[src/rtl/read_req_splitter.sv]
// rtl/read_req_splitter.sv - splits read commands into 4 KB-safe bursts, reserving read_info before each address (optional stats: READ_REQ_STATS_EN)
module read_req_splitter #(
    parameter int NUM_PU     = 1,
    parameter int D_TYPE_W   = 2,
    parameter int RD_SIZE_W  = 20,
    parameter int ADDR_W     = 32,
    parameter int BURST_W    = 8,
    parameter int BEAT_BYTES = 8,
    parameter int MAX_BURST  = 16,
    parameter int PU_ID_W    = $clog2(NUM_PU) + 1
) (
    input  logic                 clk,
    input  logic                 reset,
    input  logic                 cmd_valid,
    output logic                 cmd_ready,
    input  logic [ADDR_W-1:0]    cmd_addr,
    input  logic [RD_SIZE_W-1:0] cmd_size,
    input  logic [PU_ID_W-1:0]   cmd_pu_id,
    input  logic [D_TYPE_W-1:0]  cmd_d_type,
    input  logic                 read_info_full,
    output logic                 rd_req,
    output logic [RD_SIZE_W-1:0] rd_req_size,
    output logic [PU_ID_W-1:0]   rd_req_pu_id,
    output logic [D_TYPE_W-1:0]  rd_req_d_type,
    output logic                 ar_valid,
    input  logic                 ar_ready,
    output logic [ADDR_W-1:0]    ar_addr,
    output logic [BURST_W-1:0]   ar_len,
    output logic                 done,
    output logic [31:0]          stat_bursts,
    output logic [31:0]          stat_stall_cycles
);

    localparam int BEAT_SHIFT = $clog2(BEAT_BYTES);
    localparam int BL_W       = BURST_W + 1;

    typedef enum logic [1:0] {
        S_IDLE,
        S_CALC,
        S_RESV,
        S_ADDR
    } state_t;

    state_t               state_q, state_d;
    logic [ADDR_W-1:0]    cur_addr_q, cur_addr_d;
    logic [RD_SIZE_W-1:0] remaining_q, remaining_d;
    logic [PU_ID_W-1:0]   pu_id_q, pu_id_d;
    logic [D_TYPE_W-1:0]  d_type_q, d_type_d;
    logic [BL_W-1:0]      burst_q, burst_d;
    logic                 cmd_ready_q, cmd_ready_d;
    logic                 ar_valid_q, ar_valid_d;
    logic [ADDR_W-1:0]    ar_addr_q, ar_addr_d;
    logic [BURST_W-1:0]   ar_len_q, ar_len_d;
    logic                 done_q, done_d;
    logic [31:0]          rem_w, bnd_w, lim_w;

    // Next-state and registered-output logic for the split/reserve/address sequence
    always_comb begin
        state_d     = state_q;
        cur_addr_d  = cur_addr_q;
        remaining_d = remaining_q;
        pu_id_d     = pu_id_q;
        d_type_d    = d_type_q;
        burst_d     = burst_q;
        cmd_ready_d = cmd_ready_q;
        ar_valid_d  = ar_valid_q;
        ar_addr_d   = ar_addr_q;
        ar_len_d    = ar_len_q;
        done_d      = 1'b0;
        rem_w       = 32'(remaining_q);
        bnd_w       = 32'((13'h1000 - {1'b0, cur_addr_q[11:0]}) >> BEAT_SHIFT);
        lim_w       = 32'(MAX_BURST);
        if (rem_w < lim_w) lim_w = rem_w;
        if (bnd_w < lim_w) lim_w = bnd_w;

        case (state_q)
            S_IDLE: begin
                cmd_ready_d = 1'b1;
                if (cmd_valid && cmd_ready_q) begin
                    cur_addr_d  = cmd_addr & ~ADDR_W'(BEAT_BYTES - 1);
                    remaining_d = cmd_size;
                    pu_id_d     = cmd_pu_id;
                    d_type_d    = cmd_d_type;
                    if (cmd_size == '0) begin
                        // Empty command completes at once; stay ready for the next one
                        done_d = 1'b1;
                    end else begin
                        cmd_ready_d = 1'b0;
                        state_d     = S_CALC;
                    end
                end
            end
            S_CALC: begin
                burst_d = BL_W'(lim_w);
                state_d = S_RESV;
            end
            S_RESV: begin
                if (!read_info_full) begin
                    ar_valid_d = 1'b1;
                    ar_addr_d  = cur_addr_q;
                    ar_len_d   = BURST_W'(burst_q - BL_W'(1));
                    state_d    = S_ADDR;
                end
            end
            S_ADDR: begin
                if (ar_ready) begin
                    ar_valid_d  = 1'b0;
                    cur_addr_d  = cur_addr_q + (ADDR_W'(burst_q) << BEAT_SHIFT);
                    remaining_d = remaining_q - RD_SIZE_W'(burst_q);
                    if (remaining_q == RD_SIZE_W'(burst_q)) begin
                        done_d      = 1'b1;
                        cmd_ready_d = 1'b1;
                        state_d     = S_IDLE;
                    end else begin
                        state_d = S_CALC;
                    end
                end
            end
            default: state_d = S_IDLE;
        endcase
    end

    // State and output registers; reset discards any in-flight command
    always_ff @(posedge clk or posedge reset) begin
        if (reset) begin
            state_q     <= S_IDLE;
            cur_addr_q  <= '0;
            remaining_q <= '0;
            pu_id_q     <= '0;
            d_type_q    <= '0;
            burst_q     <= '0;
            cmd_ready_q <= 1'b0;
            ar_valid_q  <= 1'b0;
            ar_addr_q   <= '0;
            ar_len_q    <= '0;
            done_q      <= 1'b0;
        end else begin
            state_q     <= state_d;
            cur_addr_q  <= cur_addr_d;
            remaining_q <= remaining_d;
            pu_id_q     <= pu_id_d;
            d_type_q    <= d_type_d;
            burst_q     <= burst_d;
            cmd_ready_q <= cmd_ready_d;
            ar_valid_q  <= ar_valid_d;
            ar_addr_q   <= ar_addr_d;
            ar_len_q    <= ar_len_d;
            done_q      <= done_d;
        end
    end

    // Reservation is the only combinational output so read_info sees it in the same cycle
    assign rd_req        = (state_q == S_RESV) && !read_info_full;
    assign rd_req_size   = RD_SIZE_W'(burst_q);
    assign rd_req_pu_id  = pu_id_q;
    assign rd_req_d_type = d_type_q;
    assign cmd_ready     = cmd_ready_q;
    assign ar_valid      = ar_valid_q;
    assign ar_addr       = ar_addr_q;
    assign ar_len        = ar_len_q;
    assign done          = done_q;

`ifdef READ_REQ_STATS_EN
    logic [31:0] stat_bursts_q, stat_bursts_d;
    logic [31:0] stat_stall_q, stat_stall_d;

    // Saturating counters for issued bursts and back-pressure cycles
    always_comb begin
        stat_bursts_d = stat_bursts_q;
        stat_stall_d  = stat_stall_q;
        if (state_q == S_ADDR && ar_ready && stat_bursts_q != 32'hFFFF_FFFF)
            stat_bursts_d = stat_bursts_q + 32'd1;
        if (((state_q == S_RESV && read_info_full) || (state_q == S_ADDR && !ar_ready))
            && stat_stall_q != 32'hFFFF_FFFF)
            stat_stall_d = stat_stall_q + 32'd1;
    end

    // Counter registers, cleared only by reset
    always_ff @(posedge clk or posedge reset) begin
        if (reset) begin
            stat_bursts_q <= '0;
            stat_stall_q  <= '0;
        end else begin
            stat_bursts_q <= stat_bursts_d;
            stat_stall_q  <= stat_stall_d;
        end
    end

    assign stat_bursts       = stat_bursts_q;
    assign stat_stall_cycles = stat_stall_q;
`else
    assign stat_bursts       = 32'd0;
    assign stat_stall_cycles = 32'd0;
`endif

endmodule

[config.mk]
export PLATFORM = sky130hd
export DESIGN_NAME = read_req_splitter
export DESIGN_NICKNAME = d
export VERILOG_FILES = /design/src/rtl/read_req_splitter.sv
export SDC_FILE = /design/constraint.sdc
export NUM_CORES = 1
export LEC_CHECK = 0
export CAP_MARGIN = 10
export CORE_MARGIN = 2
export CORE_UTILIZATION = 40
export CTS_BUF_LIST = sky130_fd_sc_hd__clkbuf_8 sky130_fd_sc_hd__clkbuf_16
export CTS_CLUSTER_SIZE = 25
export DETAILED_ROUTE_END_ITERATION = 6
export HOLD_SLACK_MARGIN = 0.05
export PLACE_DENSITY = 0.72
export SYNTH_ARGS = -nofsm -noshare
export SYNTH_HDL_FRONTEND = slang
export SYNTH_SLANG_ARGS = --single-unit
[constraint.sdc]
create_clock -name clk -period 7.5 [get_ports clk]
set_input_delay 0.75 -clock clk [delete_from_list [all_inputs] [get_ports clk]]
set_output_delay 0.75 -clock clk [all_outputs]
set_load 0.02 [all_outputs]
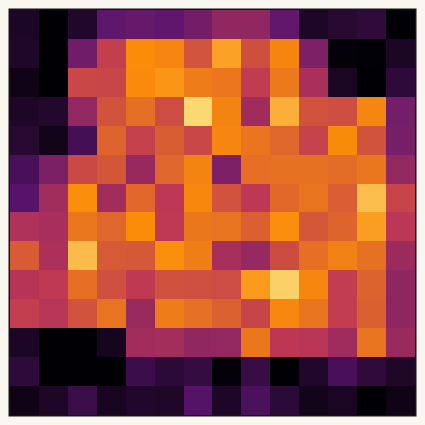
run_1/util_map.png
Drawn at 3 px/µm. 14 x 14 tiles, from black (low) to pale yellow (high), 0 to 100% covered.
emptiest ninth of the die = south-west
tiles over 75% full = 6.6%
nearly empty tiles = 7.7%
fullest tile = 91%

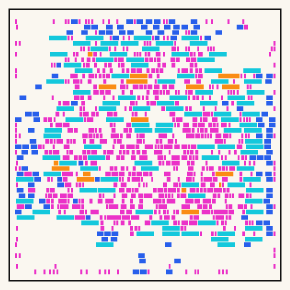
run_1/class_map.png
Drawn at 2 px/µm.
blue -> remaining buffers and delay cells  # cells 116, share of their area 14%
cyan -> registers  # cells 103, share of their area 32%
magenta -> remaining logic cells  # cells 674, share of their area 49%
orange -> clock drivers and dummy loads  # cells 16, share of their area 4.1%

==> results.toml, run 1 <==
# implementation run metrics
[synth]
ys_area_mm2 = 0.00687
yosysTopAreaCellShare_pct = 37.5
flop_cell = "dfrtp_1"
syn-cell-area_mm2 = 0.00687
synth_top_cell_by_count = "nand2_1"
synthArstFlopShare_pct = 100
synth_cell_types = 65
fa_ha_area_share_pct = 6.96
yosys_warnings = 0
ys_seq_share_pct = 37.5
ys_sh_mux_pct = 2.10
edf_count = 0
syn_avg_cell_area_um2 = 8.48
numSynthFlops = 103
synthTopCellsByCount = "nand2_1 (151), dfrtp_1 (103), buf_4 (78)"
yosysTopAreaCell = "dfrtp_1"
synth-simple-area-share_pct = 21.4
syn_inst = 810
yosys.area_share.aoi_pct = 17.9
area_leaders = "dfrtp_1 (38%), buf_4 (8.5%), nand2_1 (8.3%)"
xor_share_pct = 2.30
synthTopLogicFamily = "simple AND/OR/NAND/NOR gates"
yosys_cells = 810

[die]
die_area_mm2 = 0.0182
fp_util_pct = 41.1
row_count = 47
ios = 191
core_area_mm2 = 0.0167

[critical_path]
cp.arrival_ps = 4240
critical_path_class = "register to register"
cp.required_ps = 7690
startpoint_type = "register"
cpPeakStageDelay_ps = 880
cp_cell_sequence = "or4_1 > nor3_1 > nor2b_1 > nand2_1 > ha_1 > a21oi_1 > o21ai_0 > a221o_1 > a31oi_1 > or2_2 > a31oi_1"
cp_top_family = "simple AND/OR/NAND/NOR gates"
cp_slowest_cell = "a31oi_1"
critPathMaxFanout = 14
cp.buffers_inverters = 0
endpoint_kind = "register"
crit_top_cell = "a31oi_1"

[finish]
fin_util_pct = 49.1
fin_nets = 1001
drive_gt1_share_pct = 4.18
fillers = 1587
diodes = 0
area_growth_pct = 19.5

[power_and_ir_drop]
power.internal_mw = 2.07
pwr-share-comb_pct = 58.2
power.switching_mw = 1.80
powerDensity_mw_per_mm2 = 472
swShare_pct = 46.4
p_leak_nw = 3.64
seq_power_share_pct = 28.6
ir_worst_vdd_mv = 0.253
pwr-share-clk_pct = 13.2
p_total_mw = 3.87

[detailed_routing]
finalWirelength_mm = 17.4
drt_iter0_drc = 433
via_per_inst = 5.31
ant_nets = 0
dr.pass1.iters = 5
drc = 0
vias = 5999
route.detailed.wl_per_inst_um = 15.4

[clocking]
root_buffer = "clkbuf_16"
cts_tree = "built"
clkSlewWorstSetupHoldPaths_ps = 70
htree_levels = 3
cts_resized = 0
clock_path_buffers = 2
cts_hold_buf = 0
cts.sinks = 103
cts_made_buffers = 9
post-cts-setup-buffers = 0

[global_route]
antenna_found_initial = 0
grt_max_degree = 56
gr-total-overflow = 0
track_usage_pct = 19.3
grt_pass1_vias = 5455
grt_pass1_wl_mm = 28.2

[final_timing]
rsz0062_at_grt = "no"
period_used_pct = 54.0
slew_viol_final = 0
finalSetupViolCount = 0
max_freq_mhz = 247
tightest_slew_ps = 1210
fin_hold_ws_ps = 477
finalCriticalPeriod_ps = 4050
max_slew_margin_pct = 18.8
worst_slack_ps = 3450
hold_viol_final = 0
setup_tns_ps = 0

[job]
drv_cap = 0
warnings = 34

[hold_path]
holdCritPathClass = "register to register"

[status]
status = "completed"

[placed_design]
pre_cts_ws_ps = 3500
dp_hpwl_mm = 12.6
routabilityCongestion = 0.854
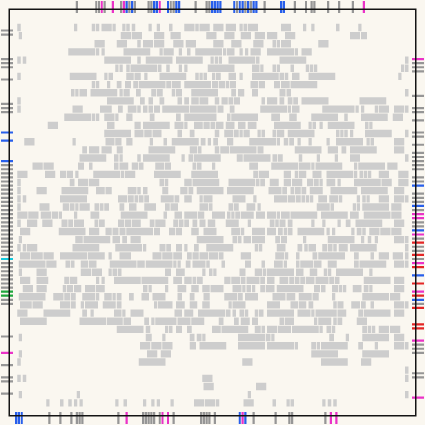
run_1/pinout.png
Drawn at 3 px/µm. Pins as bars across the die edge, other pins in gray.
blue -> cmd_addr  # pins 32, direction input, edge 19 north, 5 south, 5 east, 3 west
cyan -> rd_req_pu_id  # pins 1, direction output, edge west
red -> ar_len  # pins 8, direction output, edge east
green -> rd_req_d_type  # pins 2, direction output, edge west
magenta -> rd_req_size  # pins 20, direction output, edge 8 east, 6 south, 5 north, 1 west
all pins by edge = 54 east, 53 west, 49 north, 35 south
Port-buffer cells: 109
die x size: 135 µm

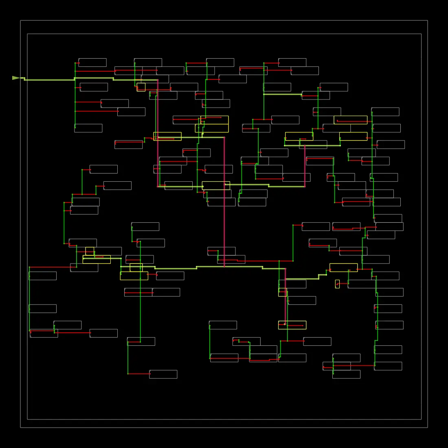
run_1/clock_nets.png
worst skew pair latency: 360 ps
Clock Power: 0.511 mW
FFs & Latches: 103
Worst Clk Skew: 10.3 ps

==> run 1: worst register-to-register path, cell delays in order (launching register included) <==
cell,delay [ps]
dfrtp_1,440
or4_1,550
nor3_1,210
nor2b_1,510
nand2_1,110
ha_1,300
a21oi_1,120
o21ai_0,100
a221o_1,320
a31oi_1,880
or2_2,250
a31oi_1,90
==> run 1: registers in the layout, indices dropped and copies added, names as in the netlist, 2 cells and up <==
signal         flops
remaining_q       20
state_q            2
rd_req_d_type      2
cur_addr_q        29
ar_addr           29
burst_q            9
ar_len             8
==> run 1: power by group through the flow <==
stage	Clock [mW]	Sequential [mW]	Combinational, mW
finish	0.511	1.11	2.25
detailed placement	0	1.12	2.25
global placement	0	1.11	2.20
floorplan	0	1.19	1.50
CTS	0.527	1.11	2.25
global route	0.544	1.15	2.52
==> run 1: worst paths after layout <==
path,startpoint,endpoint,slack (ps),cells after the start
hold / removal,ar_addr[14],ar_addr[14],480,2
max in group asynchronous,reset,remaining_q[7],5500,3
setup / recovery,remaining_q[19],burst_q[4],3450,11
min in group asynchronous,reset,ar_addr[31],840,2
setup reg to reg,remaining_q[19],burst_q[4],3450,11
hold reg to reg,ar_addr[14],ar_addr[14],480,2
==> run 1: routing by layer <==
layer / wire, µm / GRT usage, % / up-vias
met2: 7850 / 30.0 / 228
met1: 8060 / 28.0 / 2844
met3: 1270 / 3.94 / 16
met5: 0 / 0 / -
li1: - / - / 2911
met4: 187 / 4.17 / 0
==> run 1: stage by stage <==
stage / instances / cell area (µm²)
6_report: 1129 / 8210
3_3_place_gp: 1113 / 7890
4_1_cts: 1129 / 8210
2_1_floorplan: 891 / 7170
3_5_place_dp: 1113 / 7890
5_1_grt: 1129 / 8210
==> run 1: kinds of logic (layout without fill, tap and decap cells) <==
group | count (synthesis) | count (layout)
and+or+nand+nor | 314 | 314
AOI/OAI and AO/OA | 186 | 186
buffers and inverters | 136 | 154
DFF | 103 | 103
adders and majority gates | 37 | 37
xor gates and xnor gates | 18 | 18
muxes | 14 | 14
other | 2 | 83
==> run 1: cells in the final DEF (no fill, tap or decap), types with 15 or more instances in the layout <==
cell,instances
nor2_1,38
nor3_1,23
conb_1,83
and3_1,15
nand3_1,31
nand2_1,151
clkdlybuf4s50_1,109
a21oi_1,41
o21ai_0,42
dfrtp_1,103
ha_1,34
inv_1,21
==> run 1: final cells by class <==
cell class,count,area (µm²),area share [%]
clock inverters,7,97.6,1.19
flip-flops and latches,103,2580,31.4
repair buffers,116,1140,13.9
clock buffers,9,225,2.74
inverters,22,85.1,1.04
multi-input cells,652,3800,46.3
well taps,220,275,3.35
## Run 2: what changed since run 1
- clock period: 7.5 -> 4 ns (I/O delays scaled with it)
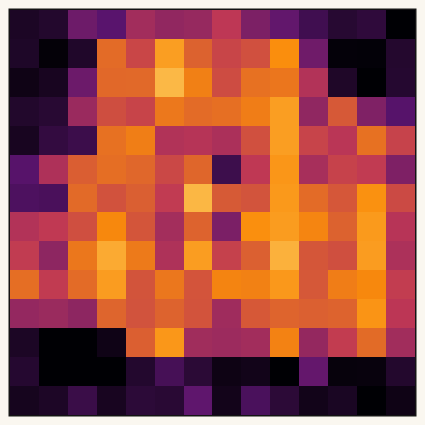
run_2/util_map.png
Drawn at 3 px/µm. 14 x 14 tiles, from black (low) to pale yellow (high), 0 to 100% covered.
tiles over 75% full = 10%
mean over tiles = 44%
fullest tile = 85%
Util after Layout: 49.1%
initial core utilization: 41.1%

==> results.toml, run 2 <==
# implementation run metrics
[critical_path]
endpoint_kind = "register"
startpoint_type = "register"
critPathMaxFanout = 14
cpPeakStageDelay_ps = 540
cp_top_family = "simple AND/OR/NAND/NOR gates"
cp_slowest_cell = "or4_1"
critical_path_class = "register to register"
cp_cell_sequence = "or4_1 > nor3_1 > nor2b_1 > nand2_1 > ha_1 > a21oi_1 > o21ai_0 > a221o_1 > a31oi_1 > buf_4 > or2_2 > a31oi_1"
cp.required_ps = 4200
crit_top_cell = "a31oi_1"
cp.arrival_ps = 3540
cp.buffers_inverters = 1

[finish]
postLayoutCellArea_mm2 = 0.00820
fillers = 1603
area.sequential_mm2 = 0.00258
fin_nets = 1006
logic_area_mm2 = 0.00380
drive_gt1_share_pct = 4.70
lay_top_count = "nand2_1"
area_growth_pct = 19.5
diodes = 0
layout_top_cells_excl_fill_tap = "nand2_1 (151), clkdlybuf4s50_1 (109), dfrtp_1 (103)"

[clocking]
cts_made_buffers = 9
clkSlewWorstSetupHoldPaths_ps = 70
htree_levels = 3
post-cts-setup-buffers = 0
cts_hold_buf = 0
root_buffer = "clkbuf_16"
worstSkewPairLatency_ps = 360
cts_resized = 0
cts_tree = "built"
cts.sinks = 103
clock_path_buffers = 2

[global_route]
gr-total-overflow = 0
antenna_found_initial = 0
grt_pass1_wl_mm = 28.8
grt_pass1_vias = 5657
grt_max_degree = 69
track_usage_pct = 19.8

[synth]
yosys_warnings = 0
synthArstFlopShare_pct = 100
synth_cell_types = 65
syn-cell-area_mm2 = 0.00687
numSynthFlops = 103
ys_area_mm2 = 0.00687
ys_seq_share_pct = 37.5
yosysTopAreaCellShare_pct = 37.5
syn_inst = 810
yosys_cells = 810
edf_count = 0
syn_avg_cell_area_um2 = 8.48
yosysTopAreaCell = "dfrtp_1"
flop_cell = "dfrtp_1"
synth_top_cell_by_count = "nand2_1"
area_leaders = "dfrtp_1 (38%), buf_4 (8.5%), nand2_1 (8.3%)"
synthTopCellsByCount = "nand2_1 (151), dfrtp_1 (103), buf_4 (78)"

[job]
drv_cap = 0
warnings = 34

[final_timing]
max_slew_margin_pct = 26.6
worst_slack_ps = 665
tightest_slew_ps = 1100
finalCriticalPeriod_ps = 3340
slew_viol_final = 0
hold_viol_final = 0
clock_skew_ps = 11.0
period_used_pct = 83.4
setup_tns_ps = 0
max_freq_mhz = 300
rsz0062_at_grt = "no"
finalSetupViolCount = 0

[die]
fp.dieW_um = 135
row_count = 47
core_area_mm2 = 0.0167
ios = 191
dieHeight_um = 135
die_area_mm2 = 0.0182

[detailed_routing]
via_per_inst = 5.30
drt_iter0_drc = 358
ant_nets = 0
route.detailed.wl_per_inst_um = 15.7
vias = 6005
finalWirelength_mm = 17.9
drc = 0
dr.pass1.iters = 5

[hold_path]
holdCritPathClass = "register to register"

[placed_design]
io_buffers = 109
dp_hpwl_mm = 13.1
routabilityCongestion = 0.877
pre_cts_ws_ps = 680
placed_area_mm2 = 0.00792

[power_and_ir_drop]
powerDensity_mw_per_mm2 = 883
ir_worst_vdd_mv = 0.509
swShare_pct = 47.4
p_leak_nw = 3.65
seq_power_share_pct = 28.5
pwr-share-comb_pct = 59.7
power.internal_mw = 3.81
power.switching_mw = 3.44
pwr-share-clk_pct = 11.8

[status]
status = "completed"
run 2: cell counts after synthesis:
No cell type changed its count.
run 2: through the flow:
stage / hold WS, ps / total power [mW] / std cells / utilization, %
floorplan: 454 / 5.04 / 891 / -
global placement: 461 / 6.26 / 1118 / 47.4
detailed placement: 462 / 6.37 / 1118 / 47.4
CTS: 481 / 7.25 / 1134 / 49.1
global route: 497 / 7.88 / 1134 / 49.1
finish: 475 / 7.24 / 1134 / 49.1
run 2: final cells by class:
| class | count | area share, % |
|---|---|---|
| Clock buffer | 9 | 2.75 |
| Timing Repair Buffer | 121 | 14.4 |
| Sequential cell | 103 | 31.4 |
| Multi-Input combinational cell | 652 | 46.4 |
| Clock inverter | 7 | 0.686 |
| Tap cell | 220 | 3.36 |
| Inverter | 22 | 1.04 |
run 2: path summary, 6_finish.rpt:
check / startpoint / to / slack, ps / cells after the start
worst min register to register: ar_addr[31] / ar_addr[31] / 470 / 2
worst min-delay path: ar_addr[31] / ar_addr[31] / 470 / 2
max in group asynchronous: reset / cur_addr_q[8] / 2600 / 3
min in group asynchronous: reset / cur_addr_q[13] / 580 / 2
worst max-delay path: remaining_q[19] / burst_q[4] / 660 / 12
worst max register to register: remaining_q[19] / burst_q[4] / 660 / 12
run 2: power by group through the flow:
stage / sequential [mW] / combinational (mW) / clock (mW)
floorplan: 2.23 / 2.81 / 0
global placement: 2.06 / 4.20 / 0
detailed placement: 2.08 / 4.29 / 0
CTS: 2.06 / 4.31 / 0.879
global route: 2.14 / 4.82 / 0.919
finish: 2.06 / 4.32 / 0.858
run 2: layer usage:
| metal | share of wire (%) | vias up | global-route usage, % |
|---|---|---|---|
| li1 | - | 2924 | - |
| met3 | 7.3 | 32 | 4.80 |
| met2 | 45 | 241 | 30.6 |
| met5 | 0 | - | 0 |
| met4 | 2.1 | 0 | 5.84 |
| met1 | 46 | 2808 | 27.7 |
run 2: worst min-delay path: cells and delay by family, from the launching register on:
family           cells  cell delay, ps
DFF                  1             340
and+or+nand+nor      2             100
run 2: logic make-up (layout without fill, tap and decap cells):
group,Yosys count,count (layout),synth area share [%]
and+or+nand+nor,314,314,21.4
AOI/OAI and AO/OA,186,186,17.9
buffers and inverters,136,159,11.7
DFF,103,103,37.5
adders and majority gates,37,37,6.96
xor gates and xnor gates,18,18,2.30
muxes,14,14,2.10
other,2,83,0.109
No activity file was given, so power comes from the tool's default toggle rates.
